--- config.mk ---
export PLATFORM = sky130hd
export DESIGN_NAME = uart_rx_ctrl_flat
export DESIGN_NICKNAME = d
export VERILOG_FILES = /design/src/rtl/uart_rx_pkg.sv /design/src/rtl/uart_rx_ctrl_if.sv /design/src/rtl/uart_rx_edge_bit_counter.sv /design/src/rtl/uart_rx_ctrl.sv /design/src/flat_wrapper.sv
export SDC_FILE = /design/constraint.sdc
export NUM_CORES = 1
export LEC_CHECK = 0
export ABC_AREA = 1
export CAP_MARGIN = 30
export CORE_MARGIN = 2
export CORE_UTILIZATION = 35
export DETAILED_ROUTE_END_ITERATION = 6
export PLACE_DENSITY = 0.69
export SLEW_MARGIN = 10
export SYNTH_ARGS = -nofsm -noshare
export SYNTH_HDL_FRONTEND = slang
export SYNTH_SLANG_ARGS = --single-unit
export TNS_END_PERCENT = 30
--- constraint.sdc ---
create_clock -name CLK -period 3.3 [get_ports CLK]
set_clock_uncertainty 0.2 [all_clocks]
set_input_delay 0.825 -clock CLK [delete_from_list [all_inputs] [get_ports CLK]]
set_output_delay 0.825 -clock CLK [all_outputs]
set_load 0.05 [all_outputs]
--- src/rtl/uart_rx_pkg.sv ---
// Shared types and constants for the UART receive controller and its counter.
// The optional parity phase is selected by the UART_RX_PARITY_EN macro.
package uart_rx_pkg;

  localparam int PRESCALE = 8;
  localparam int EDGE_W   = 3;
  localparam int BIT_W    = 4;

  localparam logic [EDGE_W-1:0] SAMPLE_EDGE = EDGE_W'(PRESCALE - 1);

  typedef enum logic [2:0] {
    IDLE   = 3'd0,
    START  = 3'd1,
    DATA   = 3'd2,
    PARITY = 3'd3,
    STOP   = 3'd4,
    DONE   = 3'd5
  } uart_rx_state_e;

  // Phases where the line is being oversampled and the counters run.
  function automatic logic is_frame_phase(input uart_rx_state_e s);
    return (s == START) || (s == DATA) || (s == PARITY) || (s == STOP);
  endfunction

endpackage

--- src/rtl/uart_rx_ctrl_if.sv ---
// Signal bundle between the RX sequencing controller (master) and the RX
// datapath: serial input, checker results, counters, enables and status.
interface uart_rx_ctrl_if;
  import uart_rx_pkg::*;

  logic              RX_IN;
  logic              PAR_EN;
  logic              sampled_bit;
  logic              strt_glitch;
  logic              par_err;
  logic              stp_err;

  logic [EDGE_W-1:0] edge_count;
  logic [BIT_W-1:0]  bit_count;
  logic              dat_samp_en;
  logic              deser_en;
  logic              strt_chk_en;
  logic              par_chk_en;
  logic              stp_chk_en;
  // data_valid is a one-cycle strobe with no ready: the consumer must take the
  // frame in that exact cycle; there is no backpressure and no retry.
  logic              data_valid;
  logic              par_error;
  logic              frame_error;

  modport master (
    input  RX_IN, PAR_EN, sampled_bit, strt_glitch, par_err, stp_err,
    output edge_count, bit_count, dat_samp_en, deser_en, strt_chk_en,
           par_chk_en, stp_chk_en, data_valid, par_error, frame_error
  );

  modport slave (
    output RX_IN, PAR_EN, sampled_bit, strt_glitch, par_err, stp_err,
    input  edge_count, bit_count, dat_samp_en, deser_en, strt_chk_en,
           par_chk_en, stp_chk_en, data_valid, par_error, frame_error
  );

endinterface

--- src/rtl/uart_rx_edge_bit_counter.sv ---
// Oversampling edge counter (0..PRESCALE-1) and per-phase bit counter.
// Clear has priority over count; wrap marks the last edge of a bit period.
module uart_rx_edge_bit_counter
  import uart_rx_pkg::*;
(
  input  logic              CLK,
  input  logic              RST,
  input  logic              en,
  input  logic              clr,
  input  logic              bit_en,
  output logic [EDGE_W-1:0] edge_count,
  output logic [BIT_W-1:0]  bit_count,
  output logic              wrap
);

  assign wrap = en && (edge_count == SAMPLE_EDGE);

  always_ff @(posedge CLK or negedge RST) begin
    if (!RST) begin
      edge_count <= '0;
      bit_count  <= '0;
    end else if (clr) begin
      edge_count <= '0;
      bit_count  <= '0;
    end else if (en) begin
      edge_count <= wrap ? '0 : edge_count + 1'b1;
      if (wrap && bit_en) begin
        bit_count <= bit_count + 1'b1;
      end
    end
  end

endmodule

--- src/rtl/uart_rx_ctrl.sv ---
// UART RX sequencing controller: start detection, phase FSM, datapath enables
// and sticky error flags. Define UART_RX_PARITY_EN to build the parity phase.
module uart_rx_ctrl
  import uart_rx_pkg::*;
#(
  parameter int DATA_WIDTH = 8
) (
  input  logic           CLK,
  input  logic           RST,
  uart_rx_ctrl_if.master bus,
  output uart_rx_state_e state_dbg
);

  localparam logic [BIT_W-1:0] LAST_BIT = BIT_W'(DATA_WIDTH - 1);

  uart_rx_state_e    state;
  uart_rx_state_e    next_state;
  logic [EDGE_W-1:0] edge_count;
  logic [BIT_W-1:0]  bit_count;
  logic              wrap;
  logic              cnt_en;
  logic              cnt_clr;
  logic              start_entry;
  logic              par_on;
  logic              par_error_q;
  logic              frame_error_q;
  logic              unused_in;

  logic              dat_samp_en;
  logic              deser_en;
  logic              strt_chk_en;
  logic              par_chk_en;
  logic              stp_chk_en;
  logic              data_valid;

  assign cnt_en  = is_frame_phase(state);
  // Counters restart on every phase change so each phase begins at edge 0, bit 0.
  assign cnt_clr = (next_state != state) || (state == IDLE);

  uart_rx_edge_bit_counter u_counter (
    .CLK        (CLK),
    .RST        (RST),
    .en         (cnt_en),
    .clr        (cnt_clr),
    .bit_en     (state == DATA),
    .edge_count (edge_count),
    .bit_count  (bit_count),
    .wrap       (wrap)
  );

`ifdef UART_RX_PARITY_EN
  assign par_on    = bus.PAR_EN;
  assign unused_in = bus.sampled_bit;
`else
  assign par_on    = 1'b0;
  assign unused_in = ^{bus.sampled_bit, bus.PAR_EN, bus.par_err};
`endif

  always_ff @(posedge CLK or negedge RST) begin
    if (!RST) begin
      state <= IDLE;
    end else begin
      state <= next_state;
    end
  end

  always_comb begin
    next_state  = state;
    dat_samp_en = 1'b0;
    deser_en    = 1'b0;
    strt_chk_en = 1'b0;
    par_chk_en  = 1'b0;
    stp_chk_en  = 1'b0;
    data_valid  = 1'b0;
    case (state)
      IDLE: begin
        if (!bus.RX_IN) next_state = START;
      end
      START: begin
        dat_samp_en = 1'b1;
        strt_chk_en = (edge_count == SAMPLE_EDGE);
        if (wrap) next_state = bus.strt_glitch ? IDLE : DATA;
      end
      DATA: begin
        dat_samp_en = 1'b1;
        deser_en    = 1'b1;
        if (wrap && (bit_count == LAST_BIT)) next_state = par_on ? PARITY : STOP;
      end
`ifdef UART_RX_PARITY_EN
      PARITY: begin
        dat_samp_en = 1'b1;
        par_chk_en  = (edge_count == SAMPLE_EDGE);
        if (wrap) next_state = STOP;
      end
`endif
      STOP: begin
        dat_samp_en = 1'b1;
        stp_chk_en  = (edge_count == SAMPLE_EDGE);
        // The stop result is folded in directly since it is only latched at this edge.
        if (wrap) next_state = (par_error_q || bus.stp_err) ? IDLE : DONE;
      end
      DONE: begin
        data_valid = 1'b1;
        next_state = bus.RX_IN ? IDLE : START;
      end
      default: begin
        next_state = IDLE;
      end
    endcase
  end

  assign start_entry = (next_state == START) && (state != START);

  always_ff @(posedge CLK or negedge RST) begin
    if (!RST) begin
      frame_error_q <= 1'b0;
    end else if (start_entry) begin
      frame_error_q <= 1'b0;
    end else if ((state == STOP) && wrap) begin
      frame_error_q <= bus.stp_err;
    end
  end

`ifdef UART_RX_PARITY_EN
  always_ff @(posedge CLK or negedge RST) begin
    if (!RST) begin
      par_error_q <= 1'b0;
    end else if (start_entry) begin
      par_error_q <= 1'b0;
    end else if ((state == PARITY) && wrap) begin
      par_error_q <= bus.par_err;
    end
  end
`else
  assign par_error_q = 1'b0;
`endif

  assign bus.edge_count  = edge_count;
  assign bus.bit_count   = bit_count;
  assign bus.dat_samp_en = dat_samp_en;
  assign bus.deser_en    = deser_en;
  assign bus.strt_chk_en = strt_chk_en;
  assign bus.par_chk_en  = par_chk_en;
  assign bus.stp_chk_en  = stp_chk_en;
  assign bus.data_valid  = data_valid;
  assign bus.par_error   = par_error_q;
  assign bus.frame_error = frame_error_q;
  assign state_dbg       = state;

endmodule

--- src/flat_wrapper.sv ---
// flat-port wrapper written by rule: the top's interface ports become plain ports
module uart_rx_ctrl_flat import uart_rx_pkg::*;
#(
  parameter int DATA_WIDTH = 8
)
  (CLK, RST, state_dbg, bus_RX_IN, bus_PAR_EN, bus_sampled_bit, bus_strt_glitch, bus_par_err, bus_stp_err, bus_edge_count, bus_bit_count, bus_dat_samp_en, bus_deser_en, bus_strt_chk_en, bus_par_chk_en, bus_stp_chk_en, bus_data_valid, bus_par_error, bus_frame_error);
  uart_rx_ctrl_if bus_i ();
  input  logic CLK;
  input  logic RST;
  output uart_rx_state_e state_dbg;
  input wire logic [$bits(bus_i.RX_IN)-1:0] bus_RX_IN;
  input wire logic [$bits(bus_i.PAR_EN)-1:0] bus_PAR_EN;
  input wire logic [$bits(bus_i.sampled_bit)-1:0] bus_sampled_bit;
  input wire logic [$bits(bus_i.strt_glitch)-1:0] bus_strt_glitch;
  input wire logic [$bits(bus_i.par_err)-1:0] bus_par_err;
  input wire logic [$bits(bus_i.stp_err)-1:0] bus_stp_err;
  output wire logic [$bits(bus_i.edge_count)-1:0] bus_edge_count;
  output wire logic [$bits(bus_i.bit_count)-1:0] bus_bit_count;
  output wire logic [$bits(bus_i.dat_samp_en)-1:0] bus_dat_samp_en;
  output wire logic [$bits(bus_i.deser_en)-1:0] bus_deser_en;
  output wire logic [$bits(bus_i.strt_chk_en)-1:0] bus_strt_chk_en;
  output wire logic [$bits(bus_i.par_chk_en)-1:0] bus_par_chk_en;
  output wire logic [$bits(bus_i.stp_chk_en)-1:0] bus_stp_chk_en;
  output wire logic [$bits(bus_i.data_valid)-1:0] bus_data_valid;
  output wire logic [$bits(bus_i.par_error)-1:0] bus_par_error;
  output wire logic [$bits(bus_i.frame_error)-1:0] bus_frame_error;
  assign bus_i.RX_IN = bus_RX_IN;
  assign bus_i.PAR_EN = bus_PAR_EN;
  assign bus_i.sampled_bit = bus_sampled_bit;
  assign bus_i.strt_glitch = bus_strt_glitch;
  assign bus_i.par_err = bus_par_err;
  assign bus_i.stp_err = bus_stp_err;
  assign bus_edge_count = bus_i.edge_count;
  assign bus_bit_count = bus_i.bit_count;
  assign bus_dat_samp_en = bus_i.dat_samp_en;
  assign bus_deser_en = bus_i.deser_en;
  assign bus_strt_chk_en = bus_i.strt_chk_en;
  assign bus_par_chk_en = bus_i.par_chk_en;
  assign bus_stp_chk_en = bus_i.stp_chk_en;
  assign bus_data_valid = bus_i.data_valid;
  assign bus_par_error = bus_i.par_error;
  assign bus_frame_error = bus_i.frame_error;
  uart_rx_ctrl #(.DATA_WIDTH(DATA_WIDTH)) u_core (.CLK(CLK), .RST(RST), .bus(bus_i), .state_dbg(state_dbg));
endmodule
### Cell outlines without signal wires, run 1

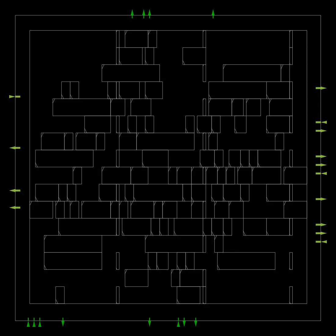
Site Rows: 16
# Taps: 27
flip-flops: 11
non-filler instance count after layout: 134
fin util: 0.490

### Signal metal coverage by tile, run 1

Drawn at 8 px/um. 10 x 10 tiles, from dark purple (low) to yellow (high), scaled to the fullest tile. Values are wire area over tile area, all layers added.
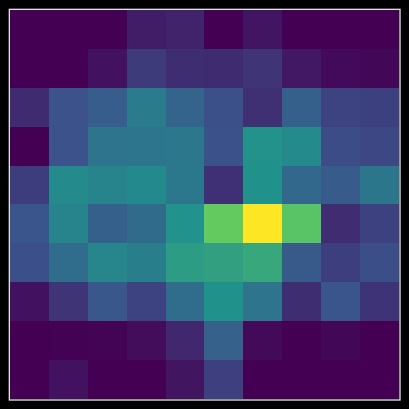
fullest tile = 0.45
tiles over half the peak = 8.0%
densest ninth of the die = center
nearly empty tiles = 24%
routed vias: 624
GRT Util Overall: 0.127
Post-Route WL: 1430 um
mean routed wirelength per cell: 10.7 um

### Sequential cells colored by netlist name, run 1

Drawn at 8 px/um.
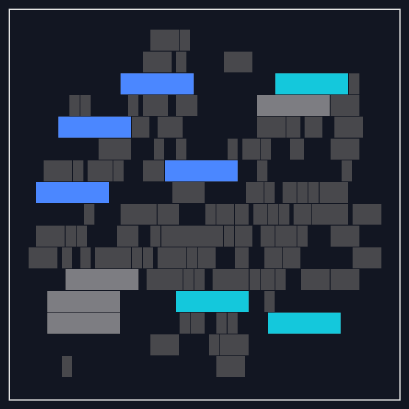
u_core.u_counter.bit_count -> blue  # placed flops 4
u_core.state_dbg -> cyan  # placed flops 3
not colored = 4
sequential cell area: 275 um^2
sequential power: 0.180 mW
sequential share of cell area: 0.293

run 1: final timing paths:
check,start,end,slack [ns],cells after the start
max,u_core.state_dbg[0],bus_dat_samp_en,0.23,4
min,u_core.u_counter.edge_count[0],u_core.u_counter.edge_count[0],0.36,3
max reg2reg,u_core.u_counter.edge_count[0],u_core.u_counter.edge_count[1],1.26,9
min reg2reg,u_core.u_counter.edge_count[0],u_core.u_counter.edge_count[0],0.36,3
max in group asynchronous,RST,u_core.bus.frame_error,1.86,1
min in group asynchronous,RST,u_core.state_dbg[2],0.69,1
run 1: power by group:
| group | leakage, nW | internal [mW] | switching (mW) |
|---|---|---|---|
| clock | 0.0150 | 0.0468 | 0.0458 |
| combinational | 0.321 | 0.103 | 0.201 |
| sequential | 0.146 | 0.157 | 0.0234 |
| total | 0.482 | 0.307 | 0.270 |
==> qor.csv, run 1 <==
stage;metric;value;unit
outcome;status;finished clean;
timing;final_hold_viol_count;0;
cells_and_area;syn_to_final_growth;34.8;%
placement;gp_congestion;0.796;
worst_setup_path;critPathMaxStageDelay;0.81;ns
synth;ys_types;22;
detailed_routing;wl_met3;103;um
synth;ys_area;698;um^2
cells_and_area;inverters_excl_clock;12;
worst_setup_path;cp_slowest_cell;clkdlybuf4s50_1;
detailed_routing;remaining_drc_errors;0;
worst_setup_path;cp_data_required_time;2.27;ns
detailed_routing;ant_nets;0;
timing;layout_setup_ws;0.230;ns
timing;setup_viol;0;
cells_and_area;design_area;941;um^2
synth;simple_gate_area_frac;0.344;
synth;topCellsByArea;dfrtp_1 (39%), nand2_1 (8.1%), inv_1 (6.5%), nor2_1 (5.9%), ha_1 (5.4%);
cells_and_area;clock_area_frac;0.0279;
cts;ctsHoldBuffers;0;
synth;yosys.area.top_type_share;0.394;
worst_setup_path;cp_data_arrival_time;2.04;ns
cts;clk_path_buf_depth;2;
global_routing;grt_max_degree;12;
flow_run;warnings;29;
worst_setup_path;crit_chain;nor2_1, nand2_1, nand3_1, clkdlybuf4s50_1;
cells_and_area;comb_cells;60;
worst_setup_path;crit_buf_inv;1;
worst_setup_path;end_kind;output pin;
cts;cts.sinks;11;
global_routing;grt-busiest-layer;met2;
detailed_routing;drtIter0Drc;12;
synth;most_common_cell;nand2_1;
timing;slew_headroom;0.657;
global_routing;grt_pass1_wl;2350;um
cells_and_area;nClkBuffers;4;
cells_and_area;layout.cells.most_common;clkdlybuf4s50_1;
synth;synth_warnings;0;
detailed_routing;wl_met2;660;um
cells_and_area;logic_area;355;um^2
cts;cts_htree_levels;1;
cells_and_area;top_register;u_core.u_counter.bit_count;
cells_and_area;fill_cells;197;
global_routing;gr-usage-met3;0.0401;
placement;io_buffers;20;
floorplanning;num_io_pins;26;
cells_and_area;n_all_buffers;20;
floorplanning;core;1920;um^2
timing;hold_ws;0.356;ns
global_routing;antenna_found_initial;0;
synth;aoi_share;0.0466;
cts;cts-root-buf;clkbuf_4;
placement;dp_cells;130;
detailed_routing;viasPerCell;4.66;
cts;numCtsBuffers;3;
detailed_routing;drt_first_pass_iters;4;
placement;dp_slack;0.374;ns
global_routing;grt_pass1_vias;546;
### PDN straps and rails, run 1

Drawn at 10 px/um. Pins as bars on the die edge.
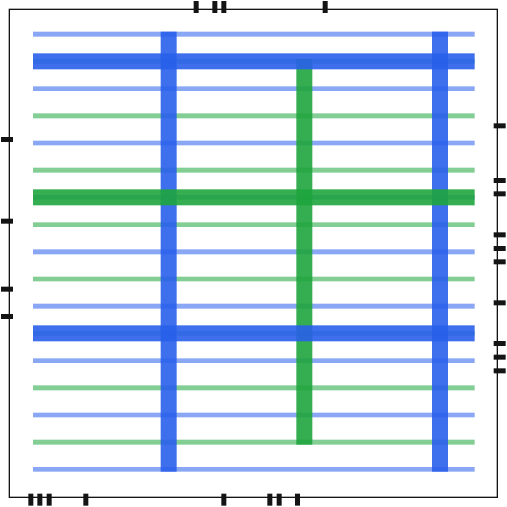

==> inputs of run 2 (changes only) <==
--- a/config.mk
+++ b/config.mk
@@ -5,12 +5,12 @@
 export SDC_FILE = /design/constraint.sdc
 export NUM_CORES = 1
 export LEC_CHECK = 0
-export ABC_AREA = 1
 export CAP_MARGIN = 30
 export CORE_MARGIN = 2
 export CORE_UTILIZATION = 35
+export CTS_CLUSTER_SIZE = 14
 export DETAILED_ROUTE_END_ITERATION = 6
-export PLACE_DENSITY = 0.69
+export PLACE_DENSITY = 0.68
 export SLEW_MARGIN = 10
 export SYNTH_ARGS = -nofsm -noshare
 export SYNTH_HDL_FRONTEND = slang
### PDN straps and rails, run 2

Drawn at 10 px/um. Pins as bars on the die edge.
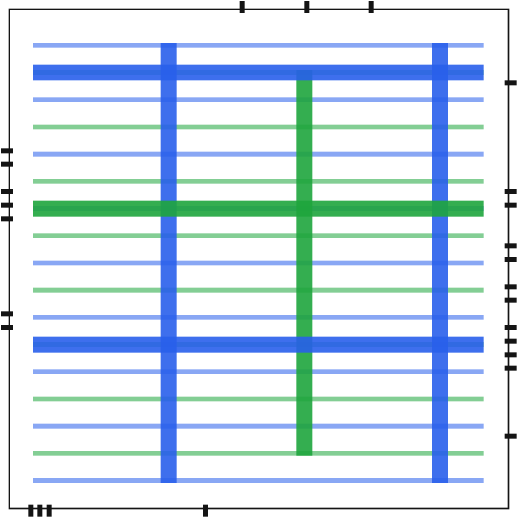
VSS -> blue
VDD -> green
rows = 16
met1 rails = 17
signal pins = 26
met4 straps = 3
Placeable Area: 1960 um^2
Die W: 49.8 um
Worst VDD drop: 0.000424 V
Die Ht: 49.8 um

==> run 2 against run 1 <==
  * Sequential power is 2% higher
  * Design area is 3.6% higher
  * Area after synthesis is 5.0% higher
  * Global-route usage is 1.2 points higher
  * Register-to-register slack worse by 0.07 ns
  * Final cell count is 7.5% lower
  * Die area is 4.6% higher
  * Clock-buffer cell count is 1 lower
  * Hold slack worse by 0.066 ns
  * Sequential share of layout area is 1.0 points lower
  * Wire length is 3.4% higher
  * Critical path depth stayed put
  * Largest cell class unchanged
  * Largest power group unchanged
==> qor.csv, run 2 <==
stage;metric;value;unit;change
synth;yosys.area.top_type_share;0.375;;-0.0188
min_path;min_from;u_core.bus.frame_error;;
floorplanning;row_count;16;;unchanged
placement;dp_cells;120;;-7.7%
cells_and_area;antenna-diode-count;0;;
synth;ys_area;733;um^2;+5.0%
synth;most_common_cell;dfrtp_1;;
placement;placed_area;947;um^2;
cells_and_area;top_register;u_core.u_counter.bit_count;;
synth;synth_warnings;0;;unchanged
worst_setup_path;cp_data_required_time;2.27;ns;about the same
cts;cts-root-buf;clkbuf_4;;
cts;ctsHoldBuffers;0;;unchanged
detailed_routing;viasPerCell;5.15;;+11%
cells_and_area;fill_cells;207;;+5.1%
cells_and_area;layout.cells.most_common;clkdlybuf4s50_1;;
global_routing;grt-busiest-layer;met2;;
power_and_ir_drop;pwr-share-comb;0.526;;about the same
timing;final_hold_viol_count;0;;unchanged
detailed_routing;drt_first_pass_iters;4;;unchanged
synth;simple_gate_area_frac;0.253;;-0.0915
global_routing;gr-usage-met3;0.0212;;-0.0189
cells_and_area;design_area;975;um^2;+3.6%
outcome;status;finished clean;;
detailed_routing;wirelength;1480;um;+3.4%
synth;topCellsByArea;dfrtp_1 (38%), mux2i_1 (6.8%), nor3_1 (5.5%), ha_1 (5.1%), xnor2_1 (3.6%);;
min_path;hold_depth;1;;-2
power_and_ir_drop;p_sw_frac;0.457;;-0.0110
power_and_ir_drop;clkPwrFrac;0.160;;about the same
synth;synthArstFlopShare;1.00;;
placement;io_buffers;20;;unchanged
synth;syn_area;733;um^2;
synth;ys_seq_frac;0.375;;
global_routing;grt_max_degree;17;;+5
timing;setup-tns-final;0;ns;
cells_and_area;nets;109;;
detailed_routing;wl_per_cell;11.9;um;+12%
detailed_routing;wl_met3;73;um;-29%
detailed_routing;ant_nets;0;;unchanged
detailed_routing;wl_met2;616;um;-6.7%
power_and_ir_drop;intPower;0.319;mW;+4.0%
worst_setup_path;end_kind;output pin;;
timing;finalCritPeriodShare;0.937;;
synth;aoi_share;0.128;;+0.0814
worst_setup_path;cp_data_arrival_time;2.07;ns;+0.03 ns
power_and_ir_drop;pwr.group.clock;0.0942;mW;+2%
cts;cts.sinks;11;;unchanged
placement;dp_slack;0.483;ns;+0.109 ns
worst_setup_path;reg2regPathDepth;6;;-3
synth;ys_types;33;;+50%
worst_setup_path;crit_chain;buf_4, xnor2_1, o21ai_0, clkdlybuf4s50_1;;
cts;clk_path_buf_depth;2;;unchanged
global_routing;grt_pass1_vias;606;;+11%
timing;hold_ws;0.289;ns;-0.0664 ns
global_routing;grtUsageTotal;0.139;;+0.0123
power_and_ir_drop;seqPwrFrac;0.314;;+0.002
worst_setup_path;crit_start;u_core.state_dbg[1];;
worst_setup_path;r2r-start;u_core.u_counter.edge_count[0];;
worst_setup_path;reg2reg_to;u_core.u_counter.bit_count[1];;
timing;setup_viol;0;;unchanged
power_and_ir_drop;pg_seq;0.184;mW;+2%
global_routing;grt_pass1_wl;2620;um;+12%
worst_setup_path;cp-endpoint;bus_dat_samp_en;;
timing;slew_headroom;0.662;;+0.00463
detailed_routing;remaining_drc_errors;0;;unchanged
flow_run;warnings;30;;+3.4%
min_path;hold_end;u_core.bus.frame_error;;
worst_setup_path;cp_slowest_cell;clkdlybuf4s50_1;;
detailed_routing;drtIter0Drc;7;;-5
floorplanning;num_io_pins;26;;unchanged
synth;edf_count;0;;
power_and_ir_drop;switchingPower;0.268;mW;-0.54%
placement;gp_congestion;0.740;;-7.0%
cts;cts_htree_levels;1;;unchanged
worst_setup_path;critPathMaxStageDelay;0.82;ns;about the same
synth;yosysTopAreaCell;dfrtp_1;;
power_and_ir_drop;power-top-group;combinational logic;;
worst_setup_path;r2r_setup_slack;1.19;ns;-0.07 ns
global_routing;antenna_found_initial;0;;unchanged
power_and_ir_drop;pg_comb;0.309;mW;+2%
cells_and_area;fin_cells;124;;-7.5%
### Cells by drive strength, run 2

Drawn at 6 px/um.
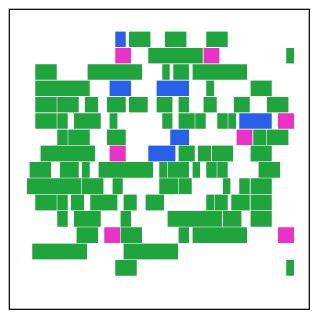
drive 1 or less -> green  # cells 84, share 87%
drive 2 -> blue  # cells 6, share 6.2%
drive 3 to 4 -> magenta  # cells 7, share 7.2%
min setup slack post-route: 0.207 ns
area grow syn2layout: 32.9%

run 2: netlist changes by cell type after synthesis, sizes merged, moves of 6 or more:
cell	before	now
nor2	13	5
nand3	6	0
inv	12	1
nor3	0	9
nand2	19	3
run 2: layout make-up:
type                       count  area [um^2]  share of cell area
multi-input combinational     59          424               0.435
sequential                    11          275               0.282
timing repair buffer          22          210               0.216
tap                           27         33.8              0.0347
clock buffer                   3         22.5              0.0231
clock inverter                 1         5.00             0.00513
inverter                       1         3.75             0.00385
run 2: critical path: cells and delay by family, from the launching register on:
family                 cells  cell delay [ns]
buffers and inverters      2             1.04
flip-flops                 1             0.51
XOR/XNOR                   1             0.11
AND-OR/OR-AND              1             0.14
### Sequential cells colored by netlist name, run 2

Drawn at 8 px/um.
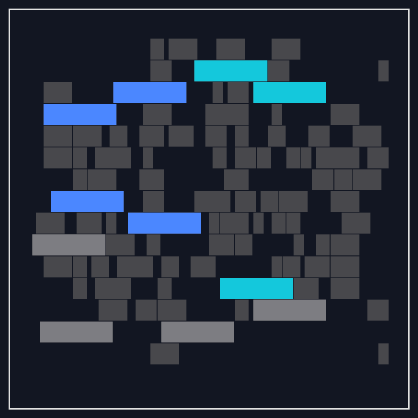

==> inputs of run 3 (changes only) <==
--- a/config.mk
+++ b/config.mk
@@ -7,11 +7,11 @@
 export LEC_CHECK = 0
 export CAP_MARGIN = 30
 export CORE_MARGIN = 2
-export CORE_UTILIZATION = 35
+export CORE_UTILIZATION = 46
 export CTS_CLUSTER_SIZE = 14
 export DETAILED_ROUTE_END_ITERATION = 6
-export PLACE_DENSITY = 0.68
-export SLEW_MARGIN = 10
+export PLACE_DENSITY = 0.85
+export SLEW_MARGIN = 40
 export SYNTH_ARGS = -nofsm -noshare
 export SYNTH_HDL_FRONTEND = slang
 export SYNTH_SLANG_ARGS = --single-unit
### Sequential cells colored by netlist name, run 3

Drawn at 8 px/um.
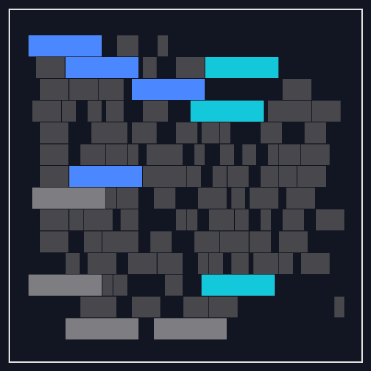
u_core.state_dbg -> cyan  # placed flops 3
u_core.u_counter.bit_count -> blue  # placed flops 4, where upper left
fin util: 0.644
sequential share of cell area: 0.284
sequential power: 0.184 mW

### PDN straps and rails, run 3

Drawn at 12 px/um. Pins as bars on the die edge.
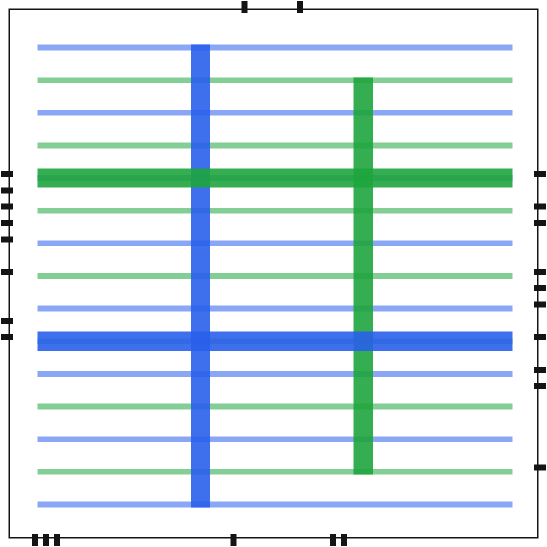
VDD -> green
VSS -> blue
signal pins = 26
met5 straps = 2
Die Ht: 43.9 um
Worst VDD drop: 0.000536 V

==> run 3 against run 2 <==
  * Area after synthesis stayed put
  * Register-to-register slack hardly changed
  * Die area fell by 22%
==> qor.csv, run 3 <==
stage;metric;value;unit;change
detailed_routing;wl_met3;75;um;+2.7%
cells_and_area;largest_cell_class;multi-input combinational cells;;
placement;dp_slack;0.456;ns;-0.0278 ns
cells_and_area;fin_cells;114;;-8.1%
synth;synthArstFlopShare;1.00;;unchanged
worst_setup_path;r2r_setup_slack;1.19;ns;about the same
placement;placed_area;943;um^2;-0.40%
cells_and_area;nClkBuffers;4;;+1
synth;yosys.area.top_type_share;0.375;;unchanged
timing;slew_headroom;0.662;;about the same
power_and_ir_drop;seqPwrFrac;0.313;;about the same
cts;cts.sinks;11;;unchanged
synth;topCellsByArea;dfrtp_1 (38%), mux2i_1 (6.8%), nor3_1 (5.5%), ha_1 (5.1%), xnor2_1 (3.6%);;
cells_and_area;seq_area;275;um^2;unchanged
cells_and_area;sh_comb_area;0.437;;+0.00225
cells_and_area;comb_cells;59;;unchanged
power_and_ir_drop;pwr.group.clock;0.0945;mW;about the same
detailed_routing;wl_met2;698;um;+13%
floorplanning;die_width;43.9;um;-12%
global_routing;grt-busiest-layer;met2;;
synth;yosysTopAreaCell;dfrtp_1;;
power_and_ir_drop;p_sw_frac;0.452;;-0.00522
cts;ctsHoldBuffers;0;;unchanged
global_routing;grt_max_degree;14;;-3
power_and_ir_drop;pg_comb;0.309;mW;about the same
outcome;status;finished clean;;
timing;setup_viol;0;;unchanged
synth;ys_types;33;;unchanged
worst_setup_path;cp_top_family;buffers and inverters;;
cells_and_area;fill_cells;138;;-33%
timing;hold_ws;0.290;ns;+0.000767 ns
cells_and_area;antenna-diode-count;0;;unchanged
detailed_routing;remaining_drc_errors;0;;unchanged
timing;finalCritPeriodShare;0.948;;+0.0108
detailed_routing;ant_nets;0;;unchanged
synth;syn_area;733;um^2;unchanged
worst_setup_path;cp_data_arrival_time;2.10;ns;+0.03 ns
cells_and_area;design_area;970;um^2;-0.51%
worst_setup_path;cp_slowest_cell;clkdlybuf4s50_1;;
synth;synth_warnings;0;;unchanged
global_routing;grt_pass1_vias;591;;-2.5%
cells_and_area;bufAreaShareNonClock;0.227;;+0.0114
floorplanning;core;1510;um^2;-23%
power_and_ir_drop;pwr-share-comb;0.527;;about the same
power_and_ir_drop;power-top-group;combinational logic;;
cts;cts-root-buf;clkbuf_4;;
global_routing;antenna_found_initial;0;;unchanged
cells_and_area;n_all_buffers;23;;+4.5%
cells_and_area;top_register;u_core.u_counter.bit_count;;
power_and_ir_drop;intPower;0.322;mW;+1.0%
worst_setup_path;crit_chain;nor2_1, and3_1, clkdlybuf4s50_1;;
floorplanning;tapCellCount;16;;-41%
cells_and_area;clock_area_frac;0.0271;;-0.00114
timing;final_hold_viol_count;0;;unchanged
flow_run;warnings;30;;unchanged
cts;clk_path_buf_depth;2;;unchanged
cells_and_area;layout.cells.most_common;clkdlybuf4s50_1;;
timing;layout_setup_ws;0.171;ns;-0.0356 ns
cells_and_area;nets;110;;+0.92%
global_routing;gr-usage-met3;0.0417;;+0.0205
cells_and_area;inverters_excl_clock;1;;unchanged
floorplanning;num_io_pins;26;;unchanged
synth;most_common_cell;dfrtp_1;;
global_routing;grt_pass1_wl;2620;um;-0.27%
cells_and_area;syn_to_final_growth;32.3;%;
-- run 3: cell counts after synthesis --
No cell type changed its count.
-- run 3: worst paths after layout --
path                       cells past startpoint                              to                            from
max                                            3                  bus_stp_chk_en             u_core.state_dbg[0]
min                                            1          u_core.bus.frame_error          u_core.bus.frame_error
max reg2reg                                    7   u_core.u_counter.bit_count[1]  u_core.u_counter.edge_count[0]
min reg2reg                                    1          u_core.bus.frame_error          u_core.bus.frame_error
max in group asynchronous                      1             u_core.state_dbg[1]                             RST
min in group asynchronous                      1  u_core.u_counter.edge_count[0]                             RST
-- run 3: worst register-to-register path, delay by kind of cell (launching register included) --
family          cells  cell delay, ns
flops               1            0.42
fa+ha+maj           2            0.40
simple gates        2            0.33
compound gates      2            0.50
buf+inv             1            0.18
Power figures rest on the tool's default switching activity, not on a simulated workload.
